### src/rtl/ps2_transmitter_if.sv
// Command-side handshake of the PS/2 host transmitter: start strobe, byte and status ticks.
`timescale 1ns/1ps
interface ps2_transmitter_if;
   logic       wr_ps2;
   logic [7:0] din;
   logic       tx_idle;
   logic       tx_done_tick;
   logic       tx_err_tick;

   modport master (
      output wr_ps2, din,
      input  tx_idle, tx_done_tick, tx_err_tick
   );

   modport slave (
      input  wr_ps2, din,
      output tx_idle, tx_done_tick, tx_err_tick
   );
endinterface

### src/rtl/ps2_transmitter.sv
// Host-to-device PS/2 transmitter: request-to-send, 11-bit frame clocked by the device, ACK check.
// Lines are only ever pulled low through the two open-drain enables.
`timescale 1ns/1ps
module ps2_transmitter #(
   parameter int INHIBIT_CYCLES = 12000,
   parameter int TIMEOUT_CYCLES = 2000000,
   parameter int FILTER_LEN     = 8
) (
   input  logic               clk,
   input  logic               reset,
   ps2_transmitter_if.slave   cmd,
   input  logic               PS2clk,
   input  logic               key_data,
   output logic               ps2c_oe,
   output logic               ps2d_oe
);

   localparam int INH_W = $clog2(INHIBIT_CYCLES + 1);
   localparam int TO_W  = $clog2(TIMEOUT_CYCLES + 1);
   localparam logic [INH_W-1:0] INH_LAST = INH_W'(INHIBIT_CYCLES - 1);
   localparam logic [TO_W-1:0]  TO_LAST  = TO_W'(TIMEOUT_CYCLES - 1);

   typedef enum logic [2:0] {IDLE, RTS, START, DATA, ACK, WAIT_REL} state_t;

   state_t                 state;
   logic [1:0]             clk_sync;
   logic [1:0]             data_sync;
   logic [FILTER_LEN-1:0]  filter_reg;
   logic                   filt_level;
   logic                   filt_prev;
   logic                   fall_tick;
   logic                   data_s;
   logic [9:0]             frame;
   logic [3:0]             bit_cnt;
   logic [INH_W-1:0]       inh_cnt;
   logic [TO_W-1:0]        to_cnt;
   logic                   ack_ok;
   logic                   timing_out;

   // The filtered clock level only flips once the whole window agrees, rejecting line glitches.
   always_ff @(posedge clk or posedge reset) begin
      if (reset) begin
         clk_sync   <= 2'b11;
         data_sync  <= 2'b11;
         filter_reg <= '1;
         filt_level <= 1'b1;
         filt_prev  <= 1'b1;
      end else begin
         clk_sync   <= {clk_sync[0], PS2clk};
         data_sync  <= {data_sync[0], key_data};
         filter_reg <= {filter_reg[FILTER_LEN-2:0], clk_sync[1]};
         if (&filter_reg)
            filt_level <= 1'b1;
         else if (~|filter_reg)
            filt_level <= 1'b0;
         filt_prev  <= filt_level;
      end
   end

   assign fall_tick  = filt_prev & ~filt_level;
   assign data_s     = data_sync[1];
   assign timing_out = (state == START || state == DATA || state == ACK) && (to_cnt == TO_LAST);

   // A device that stops clocking mid-frame is abandoned; the timeout outranks any edge that cycle.
   always_ff @(posedge clk or posedge reset) begin
      if (reset) begin
         state            <= IDLE;
         ps2c_oe          <= 1'b0;
         ps2d_oe          <= 1'b0;
         cmd.tx_idle      <= 1'b1;
         cmd.tx_done_tick <= 1'b0;
         cmd.tx_err_tick  <= 1'b0;
         frame            <= '0;
         bit_cnt          <= '0;
         inh_cnt          <= '0;
         to_cnt           <= '0;
         ack_ok           <= 1'b0;
      end else begin
         cmd.tx_done_tick <= 1'b0;
         cmd.tx_err_tick  <= 1'b0;
         if (timing_out) begin
            cmd.tx_err_tick <= 1'b1;
            ps2c_oe         <= 1'b0;
            ps2d_oe         <= 1'b0;
            cmd.tx_idle     <= 1'b1;
            state           <= IDLE;
         end else begin
            case (state)
               IDLE: begin
                  if (cmd.wr_ps2) begin
                     frame       <= {1'b1, ~^cmd.din, cmd.din};
                     inh_cnt     <= '0;
                     ps2c_oe     <= 1'b1;
                     cmd.tx_idle <= 1'b0;
                     state       <= RTS;
                  end
               end
               RTS: begin
                  if (inh_cnt == INH_LAST) begin
                     ps2c_oe <= 1'b0;
                     ps2d_oe <= 1'b1;
                     bit_cnt <= '0;
                     to_cnt  <= '0;
                     state   <= START;
                  end else begin
                     inh_cnt <= inh_cnt + 1'b1;
                  end
               end
               START: begin
                  to_cnt <= to_cnt + 1'b1;
                  if (fall_tick) begin
                     ps2d_oe <= ~frame[0];
                     frame   <= {1'b0, frame[9:1]};
                     state   <= DATA;
                  end
               end
               DATA: begin
                  to_cnt <= to_cnt + 1'b1;
                  if (fall_tick) begin
                     if (bit_cnt == 4'd9) begin
                        ack_ok <= ~data_s;
                        state  <= ACK;
                     end else begin
                        ps2d_oe <= ~frame[0];
                        frame   <= {1'b0, frame[9:1]};
                        bit_cnt <= bit_cnt + 1'b1;
                     end
                  end
               end
               ACK: begin
                  to_cnt <= to_cnt + 1'b1;
                  ps2d_oe <= 1'b0;
                  if (!ack_ok)
                     cmd.tx_err_tick <= 1'b1;
                  state <= WAIT_REL;
               end
               WAIT_REL: begin
                  ps2c_oe <= 1'b0;
                  ps2d_oe <= 1'b0;
                  if (filt_level && data_s) begin
                     cmd.tx_done_tick <= ack_ok;
                     cmd.tx_idle      <= 1'b1;
                     state            <= IDLE;
                  end
               end
               default: state <= IDLE;
            endcase
         end
      end
   end

endmodule
### src/flat_wrapper.sv
// flat-port wrapper written by rule: the top's interface ports become plain ports
module ps2_transmitter_flat 
#(
   parameter int INHIBIT_CYCLES = 12000,
   parameter int TIMEOUT_CYCLES = 2000000,
   parameter int FILTER_LEN     = 8
)
  (clk, reset, PS2clk, key_data, ps2c_oe, ps2d_oe, cmd_wr_ps2, cmd_din, cmd_tx_idle, cmd_tx_done_tick, cmd_tx_err_tick);
  ps2_transmitter_if cmd_i ();
  input  logic clk;
  input  logic reset;
  input  logic PS2clk;
  input  logic key_data;
  output logic ps2c_oe;
  output logic ps2d_oe;
  input wire logic [$bits(cmd_i.wr_ps2)-1:0] cmd_wr_ps2;
  input wire logic [$bits(cmd_i.din)-1:0] cmd_din;
  output wire logic [$bits(cmd_i.tx_idle)-1:0] cmd_tx_idle;
  output wire logic [$bits(cmd_i.tx_done_tick)-1:0] cmd_tx_done_tick;
  output wire logic [$bits(cmd_i.tx_err_tick)-1:0] cmd_tx_err_tick;
  assign cmd_i.wr_ps2 = cmd_wr_ps2;
  assign cmd_i.din = cmd_din;
  assign cmd_tx_idle = cmd_i.tx_idle;
  assign cmd_tx_done_tick = cmd_i.tx_done_tick;
  assign cmd_tx_err_tick = cmd_i.tx_err_tick;
  ps2_transmitter #(.INHIBIT_CYCLES(INHIBIT_CYCLES), .TIMEOUT_CYCLES(TIMEOUT_CYCLES), .FILTER_LEN(FILTER_LEN)) u_core (.clk(clk), .reset(reset), .cmd(cmd_i), .PS2clk(PS2clk), .key_data(key_data), .ps2c_oe(ps2c_oe), .ps2d_oe(ps2d_oe));
endmodule
### config.mk
export PLATFORM = sky130hd
export DESIGN_NAME = ps2_transmitter_flat
export DESIGN_NICKNAME = d
export VERILOG_FILES = /design/src/rtl/ps2_transmitter_if.sv /design/src/rtl/ps2_transmitter.sv /design/src/flat_wrapper.sv
export SDC_FILE = /design/constraint.sdc
export NUM_CORES = 1
export LEC_CHECK = 0
export CORE_MARGIN = 2
export CORE_UTILIZATION = 30
export CTS_CLUSTER_SIZE = 10
export DETAILED_ROUTE_END_ITERATION = 6
export GPL_ROUTABILITY_DRIVEN = 0
export GPL_TIMING_DRIVEN = 0
export PLACE_DENSITY_LB_ADDON = 0.2
export SLEW_MARGIN = 20
export SYNTH_ARGS = -nofsm -noshare
export SYNTH_HDL_FRONTEND = slang
export SYNTH_SLANG_ARGS = --single-unit
### constraint.sdc
create_clock -name clk -period 3.95 [get_ports clk]
set_input_delay 0.395 -clock clk [delete_from_list [all_inputs] [get_ports clk]]
set_output_delay 0.395 -clock clk [all_outputs]
set_load 0.01 [all_outputs]
Metal 1:
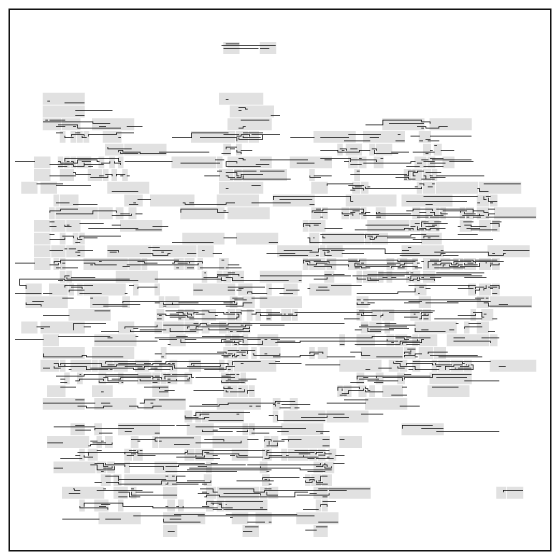
share of all routed wire: 48%
longest straight run: 46.5 um
main direction: horizontal
nets with wire on the layer: 390
wire length on this layer: 4130 um
post-detailed-routing wire length: 8.595 mm
via count: 2969
GR Layer Usage met1: 19.40%

Met2 routing:
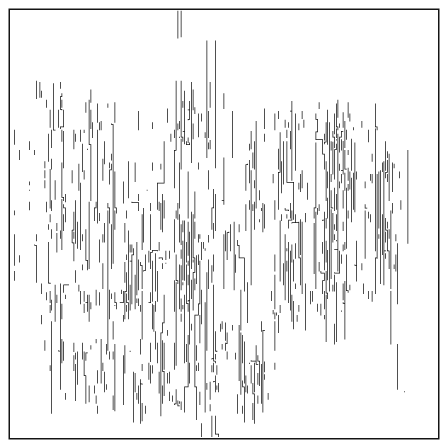
share of all routed wire: 46%
longest straight run: 45.6 um
nets with wire on the layer: 354
wire length on this layer: 3990 um
main direction: vertical
met2 Track Usage GR: 22.14%

Signal wires on met4:
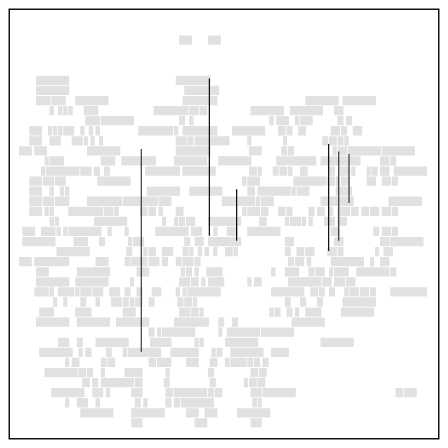
main direction: vertical
longest straight run: 54.4 um
nets with wire on the layer: 4
share of all routed wire: 2.0%
wire length on this layer: 175 um

Routing congestion map:
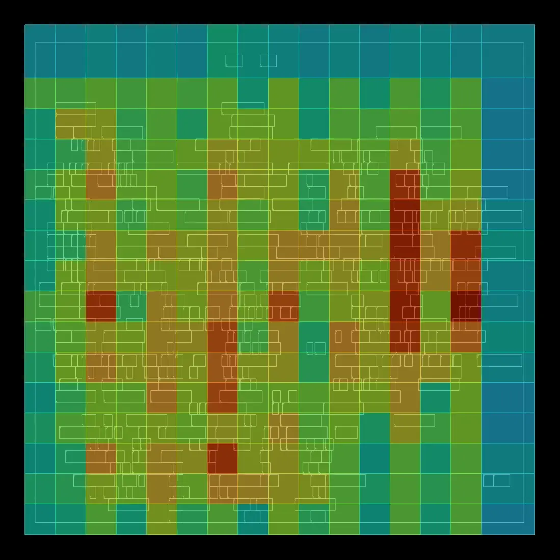
M3 GR Usage: 3.609%
GR Util All Layers: 14.49%

Cell density map:
The bar under the picture is 20 um long. 12 x 12 tiles, from dark blue (low) to red (high), 0 to 100% covered.
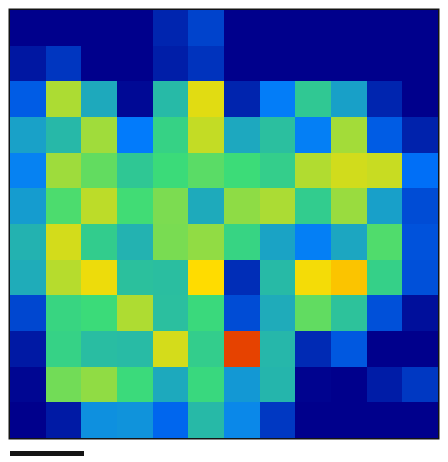
fullest tile: 93%
nearly empty tiles: 21%
mean over tiles: 32%
emptiest ninth of the die: bottom right
core footprint: 0.01206 mm2
final core utilization: 37.02%
Starting Density: 30.95%

report_power, final:
part | leakage (nW) | switching [W] | internal (W) | total [W]
sequential | 0.915 | 0.000140 | 0.000903 | 0.00104
clock | 0.160 | 0.000319 | 0.000570 | 0.000889
combinational | 0.789 | 0.000435 | 0.000320 | 0.000755
total | 1.86 | 0.000894 | 0.00179 | 0.00269
worst min-delay path by stage:
stage	startpoint	endpoint	slack, ns	cells after the start
2_1_floorplan	u_core.clk_sync[0]	u_core.clk_sync[1]	0.35	0
3_3_place_gp	u_core.clk_sync[1]	u_core.filter_reg[0]	0.35	0
3_5_place_dp	u_core.clk_sync[1]	u_core.filter_reg[0]	0.35	0
4_1_cts	u_core.clk_sync[1]	u_core.filter_reg[0]	0.35	0
5_1_grt	u_core.clk_sync[1]	u_core.filter_reg[0]	0.35	0
6_report	u_core.clk_sync[1]	u_core.filter_reg[0]	0.35	0
synthesized netlist by cell type (5+ instances only):
cell,number
or3_1,5
inv_1,10
xor2_1,6
nor2_1,22
o31ai_1,13
o21ai_0,15
mux2_2,11
nand2b_1,9
nand2_1,57
mux2i_1,8
and3_1,7
dfstp_2,15
or4_1,14
nor3_1,8
xnor2_1,9
nand3_1,21
nand4_1,10
dfrtp_1,57
a21oi_1,22
clkbuf_1,11
routing by layer:
layer  share of wire (%)  track usage (%)  wire length (um)  up-vias
li1                    -                -                 -     1462
met1                  48            19.40              4125     1440
met3                 3.5            3.609               304       15
met4                 2.0            6.667               175        0
met2                  46            22.14              3990       52
met5                   0                0                 0        -
cell families (layout without fill, tap and decap cells):
kind of cell | after synthesis | after routing
AOI/OAI and AO/OA | 72 | 72
xor gates and xnor gates | 15 | 15
adders and majority gates | 4 | 4
buffers and inverters | 28 | 62
DFF | 72 | 72
muxes | 19 | 19
and+or+nand+nor | 172 | 172
==> summary.txt <==
run results: status=completed, Mapped Nets=399, vias in the first global route=roughly 3k, antenna-violating nets left=0, static leakage power=around 1.9 nW, clock sinks=72, H-tree depth=3, fin crit share=roughly 67%, FF-to-FF setup slack=roughly 1.3 ns, Max Root-Sink Buffers=2, crit path from=u_core.inh_cnt[0], DIE AREA=about 0.013 mm2, NonClk Buf Share=around 6.5%, worst stage delay on the critical path=between 0.7 and 0.8 ns, post-synthesis simple-gate area fraction=24.60%, DRC=0, post-CTS sizing=0, Root Buffer=clkbuf_16, Netlist cell types=between 50 and 60, Hold Slack=0.3519 ns, Mean Syn Cell Area=roughly 9.8 um2, Setup Crit Path Kind=flop to flop, Late-Pin Clk Latency=between 0.3 and 0.4 ns, flop count=72, largest net degree at the start of global routing=between 40 and 50, Detailed Route Iter0 Violations=approximately 190, Area growth syn-to-layout=19.60%, antenna violations before repair=0, Num CTS Buffers=9, number of flops mapped to enable cells by yosys=0, clk_skew=approximately 0.0085 ns, Worst Slack Setup Final=~1.3 ns, Reg-to-Reg Start=u_core.inh_cnt[0]
No activity file was given, so power comes from the tool's default toggle rates.
